--- config.mk ---
export PLATFORM = sky130hd
export DESIGN_NAME = mem_arbiter_flat
export DESIGN_NICKNAME = d
export VERILOG_FILES = /design/src/rtl/mem_arb_pkg.sv /design/src/rtl/mem_arbiter_if.sv /design/src/rtl/mem_arbiter.sv /design/src/flat_wrapper.sv
export SDC_FILE = /design/constraint.sdc
export NUM_CORES = 1
export LEC_CHECK = 0
export CORE_MARGIN = 2
export CORE_UTILIZATION = 25
export CTS_BUF_LIST = sky130_fd_sc_hd__clkbuf_8
export DETAILED_ROUTE_END_ITERATION = 10
export PLACE_DENSITY = 0.51
export SETUP_SLACK_MARGIN = 0.1
export SKIP_CTS_REPAIR_TIMING = 1
export SLEW_MARGIN = 30
export SYNTH_ARGS = -nofsm -noshare
export SYNTH_HDL_FRONTEND = slang
export SYNTH_SLANG_ARGS = --single-unit
--- constraint.sdc ---
create_clock -name clk -period 3.1 [get_ports clk]
set_input_delay 0.31 -clock clk [delete_from_list [all_inputs] [get_ports clk]]
set_output_delay 0.31 -clock clk [all_outputs]
set_load 0.02 [all_outputs]
--- src/rtl/mem_arb_pkg.sv ---
// mem_arbiter shared definitions.
// States, owner encoding and counter width.
package mem_arb_pkg;

   localparam int CNT_W = 3;

   typedef enum logic [1:0] {
      IDLE   = 2'd0,
      ACCESS = 2'd1,
      DONE   = 2'd2
   } state_e;

   typedef enum logic {
      OWN_IF  = 1'b0,
      OWN_MEM = 1'b1
   } owner_e;

endpackage

--- src/rtl/mem_arbiter_if.sv ---
// Requester and MMU signals of the memory arbiter.
// slave = arbiter side, master = CPU stages plus MMU side.
interface mem_arbiter_if;

   logic        if_req;
   logic [31:0] if_addr;
   logic [31:0] if_rdata;
   logic        if_ack;

   logic        mem_req;
   logic        mem_we;
   logic        mem_byte;
   logic [31:0] mem_addr;
   logic [31:0] mem_wdata;
   logic [31:0] mem_rdata;
   logic        mem_ack;

   logic        mmu_read;
   logic        mmu_write;
   logic        mmu_bytemode;
   logic [31:0] mmu_addr;
   logic [31:0] mmu_wdata;
   logic [31:0] mmu_rdata;

   logic        stall_req;

   modport slave (
      input  if_req, if_addr,
      output if_rdata, if_ack,
      input  mem_req, mem_we, mem_byte,
      input  mem_addr, mem_wdata,
      output mem_rdata, mem_ack,
      output mmu_read, mmu_write,
      output mmu_bytemode,
      output mmu_addr, mmu_wdata,
      input  mmu_rdata,
      output stall_req
   );

   modport master (
      output if_req, if_addr,
      input  if_rdata, if_ack,
      output mem_req, mem_we, mem_byte,
      output mem_addr, mem_wdata,
      input  mem_rdata, mem_ack,
      input  mmu_read, mmu_write,
      input  mmu_bytemode,
      input  mmu_addr, mmu_wdata,
      output mmu_rdata,
      input  stall_req
   );

endinterface

--- src/rtl/mem_arbiter.sv ---
// Shared memory port arbiter: IF vs MEM stage.
// MEM has priority; one access at a time.
module mem_arbiter
   import mem_arb_pkg::*;
#(
   parameter int unsigned WAIT_CYCLES = 1
) (
   input  logic          clk,
   input  logic          rst_n,
   mem_arbiter_if.slave  bus
);

   localparam logic [CNT_W-1:0] WAIT_INIT =
      CNT_W'(WAIT_CYCLES);

   state_e           state_q, state_d;
   owner_e           owner_q, owner_d;
   logic [CNT_W-1:0] cnt_q, cnt_d;
   logic             rd_q, rd_d;
   logic             wr_q, wr_d;
   logic             byte_q, byte_d;
   logic [31:0]      addr_q, addr_d;
   logic [31:0]      wdata_q, wdata_d;
   logic [31:0]      if_rdata_q, if_rdata_d;
   logic [31:0]      mem_rdata_q, mem_rdata_d;
   logic             if_ack_w;
   logic             mem_ack_w;

   // Grant, hold and completion sequencing.
   always_comb begin
      state_d     = state_q;
      owner_d     = owner_q;
      cnt_d       = cnt_q;
      rd_d        = rd_q;
      wr_d        = wr_q;
      byte_d      = byte_q;
      addr_d      = addr_q;
      wdata_d     = wdata_q;
      if_rdata_d  = if_rdata_q;
      mem_rdata_d = mem_rdata_q;
      unique case (state_q)
         IDLE: begin
            if (bus.mem_req) begin
               owner_d = OWN_MEM;
               addr_d  = bus.mem_addr;
               byte_d  = bus.mem_byte;
               rd_d    = ~bus.mem_we;
               wr_d    = bus.mem_we;
               if (bus.mem_we) begin
                  wdata_d = bus.mem_wdata;
               end
               cnt_d   = WAIT_INIT;
               state_d = ACCESS;
            end else if (bus.if_req) begin
               owner_d = OWN_IF;
               addr_d  = bus.if_addr;
               byte_d  = 1'b0;
               rd_d    = 1'b1;
               wr_d    = 1'b0;
               cnt_d   = WAIT_INIT;
               state_d = ACCESS;
            end
         end
         ACCESS: begin
            if (cnt_q != '0) begin
               cnt_d = cnt_q - 1'b1;
            end else begin
               if (rd_q) begin
                  if (owner_q == OWN_IF) begin
                     if_rdata_d = bus.mmu_rdata;
                  end else begin
                     mem_rdata_d = bus.mmu_rdata;
                  end
               end
               rd_d    = 1'b0;
               wr_d    = 1'b0;
               byte_d  = 1'b0;
               state_d = DONE;
            end
         end
         DONE: begin
            state_d = IDLE;
         end
         default: begin
            state_d = IDLE;
         end
      endcase
   end

   // State and registered MMU drive.
   always_ff @(posedge clk or negedge rst_n) begin
      if (!rst_n) begin
         state_q     <= IDLE;
         owner_q     <= OWN_IF;
         cnt_q       <= '0;
         rd_q        <= 1'b0;
         wr_q        <= 1'b0;
         byte_q      <= 1'b0;
         addr_q      <= '0;
         wdata_q     <= '0;
         if_rdata_q  <= '0;
         mem_rdata_q <= '0;
      end else begin
         state_q     <= state_d;
         owner_q     <= owner_d;
         cnt_q       <= cnt_d;
         rd_q        <= rd_d;
         wr_q        <= wr_d;
         byte_q      <= byte_d;
         addr_q      <= addr_d;
         wdata_q     <= wdata_d;
         if_rdata_q  <= if_rdata_d;
         mem_rdata_q <= mem_rdata_d;
      end
   end

   assign if_ack_w  = (state_q == DONE) &&
                      (owner_q == OWN_IF);
   assign mem_ack_w = (state_q == DONE) &&
                      (owner_q == OWN_MEM);

   assign bus.if_ack       = if_ack_w;
   assign bus.mem_ack      = mem_ack_w;
   assign bus.if_rdata     = if_rdata_q;
   assign bus.mem_rdata    = mem_rdata_q;
   assign bus.mmu_read     = rd_q;
   assign bus.mmu_write    = wr_q;
   assign bus.mmu_bytemode = byte_q;
   assign bus.mmu_addr     = addr_q;
   assign bus.mmu_wdata    = wdata_q;

   assign bus.stall_req =
      (bus.if_req  & ~if_ack_w) |
      (bus.mem_req & ~mem_ack_w);

endmodule

--- src/flat_wrapper.sv ---
// flat-port wrapper written by rule: the top's interface ports become plain ports
module mem_arbiter_flat import mem_arb_pkg::*;
#(
   parameter int unsigned WAIT_CYCLES = 1
)
  (clk, rst_n, bus_if_req, bus_if_addr, bus_if_rdata, bus_if_ack, bus_mem_req, bus_mem_we, bus_mem_byte, bus_mem_addr, bus_mem_wdata, bus_mem_rdata, bus_mem_ack, bus_mmu_read, bus_mmu_write, bus_mmu_bytemode, bus_mmu_addr, bus_mmu_wdata, bus_mmu_rdata, bus_stall_req);
  mem_arbiter_if bus_i ();
  input  logic clk;
  input  logic rst_n;
  input wire logic [$bits(bus_i.if_req)-1:0] bus_if_req;
  input wire logic [$bits(bus_i.if_addr)-1:0] bus_if_addr;
  output wire logic [$bits(bus_i.if_rdata)-1:0] bus_if_rdata;
  output wire logic [$bits(bus_i.if_ack)-1:0] bus_if_ack;
  input wire logic [$bits(bus_i.mem_req)-1:0] bus_mem_req;
  input wire logic [$bits(bus_i.mem_we)-1:0] bus_mem_we;
  input wire logic [$bits(bus_i.mem_byte)-1:0] bus_mem_byte;
  input wire logic [$bits(bus_i.mem_addr)-1:0] bus_mem_addr;
  input wire logic [$bits(bus_i.mem_wdata)-1:0] bus_mem_wdata;
  output wire logic [$bits(bus_i.mem_rdata)-1:0] bus_mem_rdata;
  output wire logic [$bits(bus_i.mem_ack)-1:0] bus_mem_ack;
  output wire logic [$bits(bus_i.mmu_read)-1:0] bus_mmu_read;
  output wire logic [$bits(bus_i.mmu_write)-1:0] bus_mmu_write;
  output wire logic [$bits(bus_i.mmu_bytemode)-1:0] bus_mmu_bytemode;
  output wire logic [$bits(bus_i.mmu_addr)-1:0] bus_mmu_addr;
  output wire logic [$bits(bus_i.mmu_wdata)-1:0] bus_mmu_wdata;
  input wire logic [$bits(bus_i.mmu_rdata)-1:0] bus_mmu_rdata;
  output wire logic [$bits(bus_i.stall_req)-1:0] bus_stall_req;
  assign bus_i.if_req = bus_if_req;
  assign bus_i.if_addr = bus_if_addr;
  assign bus_if_rdata = bus_i.if_rdata;
  assign bus_if_ack = bus_i.if_ack;
  assign bus_i.mem_req = bus_mem_req;
  assign bus_i.mem_we = bus_mem_we;
  assign bus_i.mem_byte = bus_mem_byte;
  assign bus_i.mem_addr = bus_mem_addr;
  assign bus_i.mem_wdata = bus_mem_wdata;
  assign bus_mem_rdata = bus_i.mem_rdata;
  assign bus_mem_ack = bus_i.mem_ack;
  assign bus_mmu_read = bus_i.mmu_read;
  assign bus_mmu_write = bus_i.mmu_write;
  assign bus_mmu_bytemode = bus_i.mmu_bytemode;
  assign bus_mmu_addr = bus_i.mmu_addr;
  assign bus_mmu_wdata = bus_i.mmu_wdata;
  assign bus_i.mmu_rdata = bus_mmu_rdata;
  assign bus_stall_req = bus_i.stall_req;
  mem_arbiter #(.WAIT_CYCLES(WAIT_CYCLES)) u_core (.clk(clk), .rst_n(rst_n), .bus(bus_i));
endmodule
### The metal 1 layer

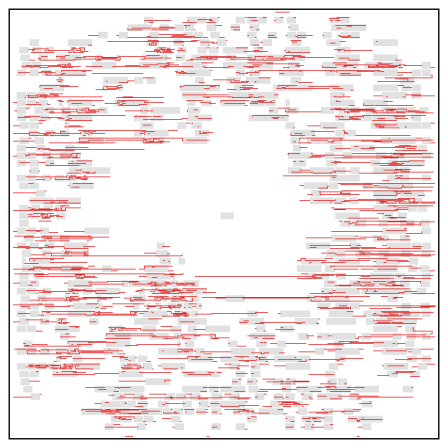
wire length on this layer	7,030 um
nets with wire on the layer	666
longest straight run	47.2 um
main direction	horizontal

### The metal 2 layer

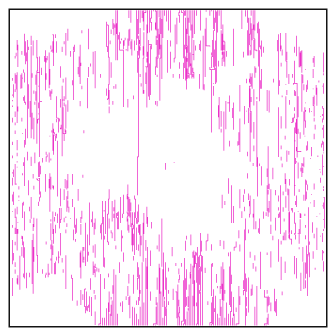
main direction	vertical
share of all routed wire	46%
wire length on this layer	7,150 um
nets with wire on the layer	697

### The metal 3 layer

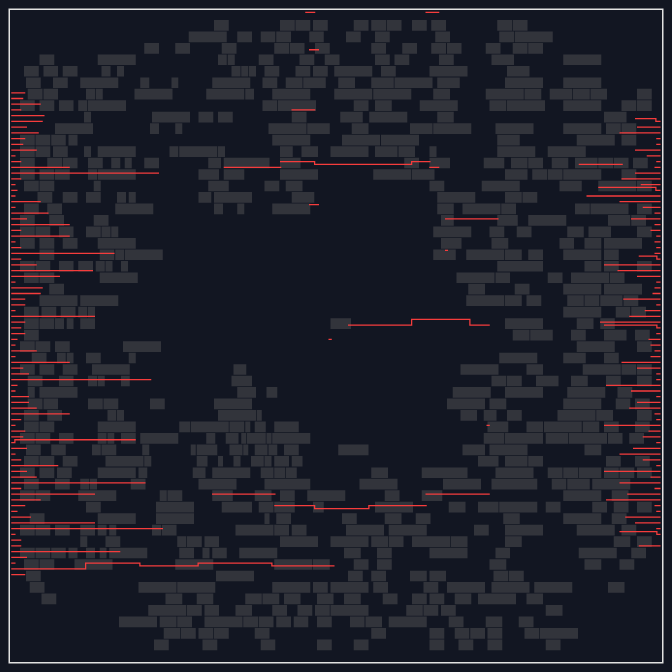
longest straight run	35.6 um
main direction	horizontal

==> commit_impl_results.txt <==
Update PnR metrics after Yosys + OpenROAD run

* Highest routed layer: met4
- Combinational power for this build is 4.68 mW.
* CP arrival: 2760 ps
* Combinational share of power: 0.488
- Internal power: 6.139 mW
* Worst IR drop on VDD: 0.3913 mV
- Number of antenna-violating nets in the routed design: 0
- Compound-gate portion of the synthesized area: 0.07590
* Worst reg2reg endpoint: u_core.bus.mem_rdata[13]$_DFFE_PN0P_
- The via count of the first global-routing pass was 4,413.
* Number of antenna violations at the first check in global routing: 0
- Flop-to-flop setup slack: 640 ps
* Final critical delay including setup and external delays: 2456 ps
- Fraction of final layout cells sized beyond drive strength 1: 0.2063
- The final max-slew violation count recorded for this run is 0.
* Cell variety after synth: 27
* Final std cells w/o fill: 949
* FA/HA/MAJ Cells, Area Fraction: 0.004413
- In the finished design, the share of the clock period the worst path needs comes to 0.7923.
- Pre-placement core utilization: 0.2528
* Number of cells on the worst hold path: 2
- Synth async-reset ratio: 1.000
- Looking at the max-slew report, the worst-margin pin has a slew of 899.1 ps.
* Register clock-pin slew on the reported worst setup and hold paths: 80 ps
- Per the detail_route log, met3 wirelength is 1229 um.
* Remaining global-route overflow: 0
- Total power consumption of the routed design: 9.583 mW
- STA shows the worst min-delay path finishing at u_core.owner_q$_DFFE_PN0P_.
* Met3 Usage GRT: 0.05324
- Number of cells traversed by the worst register-to-register path: 6
- Root Buffer Master: sky130_fd_sc_hd__clkbuf_8
* Highest attainable clock frequency: 0.4072 GHz
* Total Neg Setup Slack: 0 ps
- For this design, the sink count on the clock tree is 137.
- Final setup margin: 644.0 ps
- In this run the worst setup path terminates at u_core.bus.mem_rdata[13]$_DFFE_PN0P_.
- Top-area cell share: 0.6046
- Of the total synthesized cell area, the portion taken by AND, OR, NAND and NOR gates is 0.01456.
- Number of nets in the layout: 788
* DR vias: 4,180
- Overall track demand over capacity in global routing: 0.1344
- CP startpoint kind: register
* Result of the run: finished, final reports clean
- Fill cells in the final layout number 2,104.
* Leakage power total: 3.794 nW
- Setup repair after global routing left no endpoint under its margin.
* Main power group: combinational logic
- The H-tree was split into 4 levels.
### Signal wires on met4

Scale bar: 50 um.
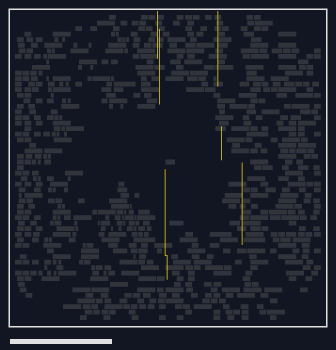
wire length on this layer	208 um
longest straight run	42.0 um
share of all routed wire	1.3%
main direction	vertical
nets with wire on the layer	5

### Track usage over the die

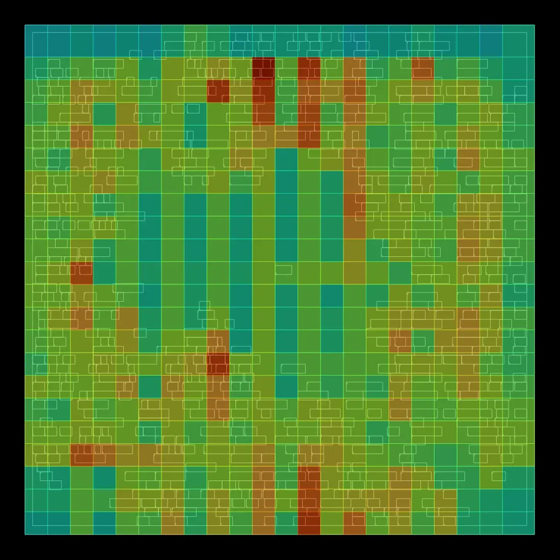
M1 GR Usage: 0.1759
GRT busiest layer: met2

==> through the flow <==
step                instance area (um2)  utilization  hold slack, ps
detailed placement                 8628       0.3846           347.3
CTS                                9091       0.4052          -154.9
global route                       9101       0.4057           389.1
floorplan                          5670            -           14.41
finish                             9101       0.4057           405.0
global placement                   8628       0.3846           334.1
==> registers in the layout, summed over array words and instances (netlist names) <==
register                 cells
u_core.state_q               2
u_core.bus.mmu_bytemode      1
u_core.bus.mmu_read          1
u_core.bus.mmu_addr         32
u_core.bus.mmu_wdata        32
u_core.bus.if_rdata         32
u_core.owner_q               1
u_core.bus.mem_rdata        32
u_core.bus.mmu_write         1
u_core.cnt_q                 3
==> area by class of cell <==
type                    count  area (um2)  share of cell area
well taps                 285       356.6             0.03918
multi-input cells         216        2082              0.2288
inverters                   6       22.52            0.002475
clock buffers              18       247.7             0.02722
repair buffers            274        2749              0.3020
clock inverters            13       215.2             0.02365
flip-flops and latches    137        3428              0.3767
==> cells in the final DEF, fill, tap and decap left out, drive strengths merged <==
cell type and n:
a21o 1, a21oi 34, a22o 1, a31oi 32, a32o 2, and3b 3
buf 8, bufinv 5, clkbuf 18, clkdlybuf4s50 265, clkinv 4, clkinvlp 1
dfrtp 137, dlygate4sd3 1, ha 2, inv 9, mux2 96, mux2i 33
nand2 2, nand3 1, nor2 1, nor3 1, nor3b 2, o22ai 1
o2bb2ai 2, or2 1, or3b 1
==> worst max-delay path: cells and delay by family, from the launching register on <==
kind | cells | cell delay, ps
muxes | 1 | 600
buffers and inverters | 1 | 90
DFF | 1 | 360
and+or+nand+nor | 2 | 930
adders and majority gates | 2 | 330
Power is estimated from default activity; no workload was simulated.
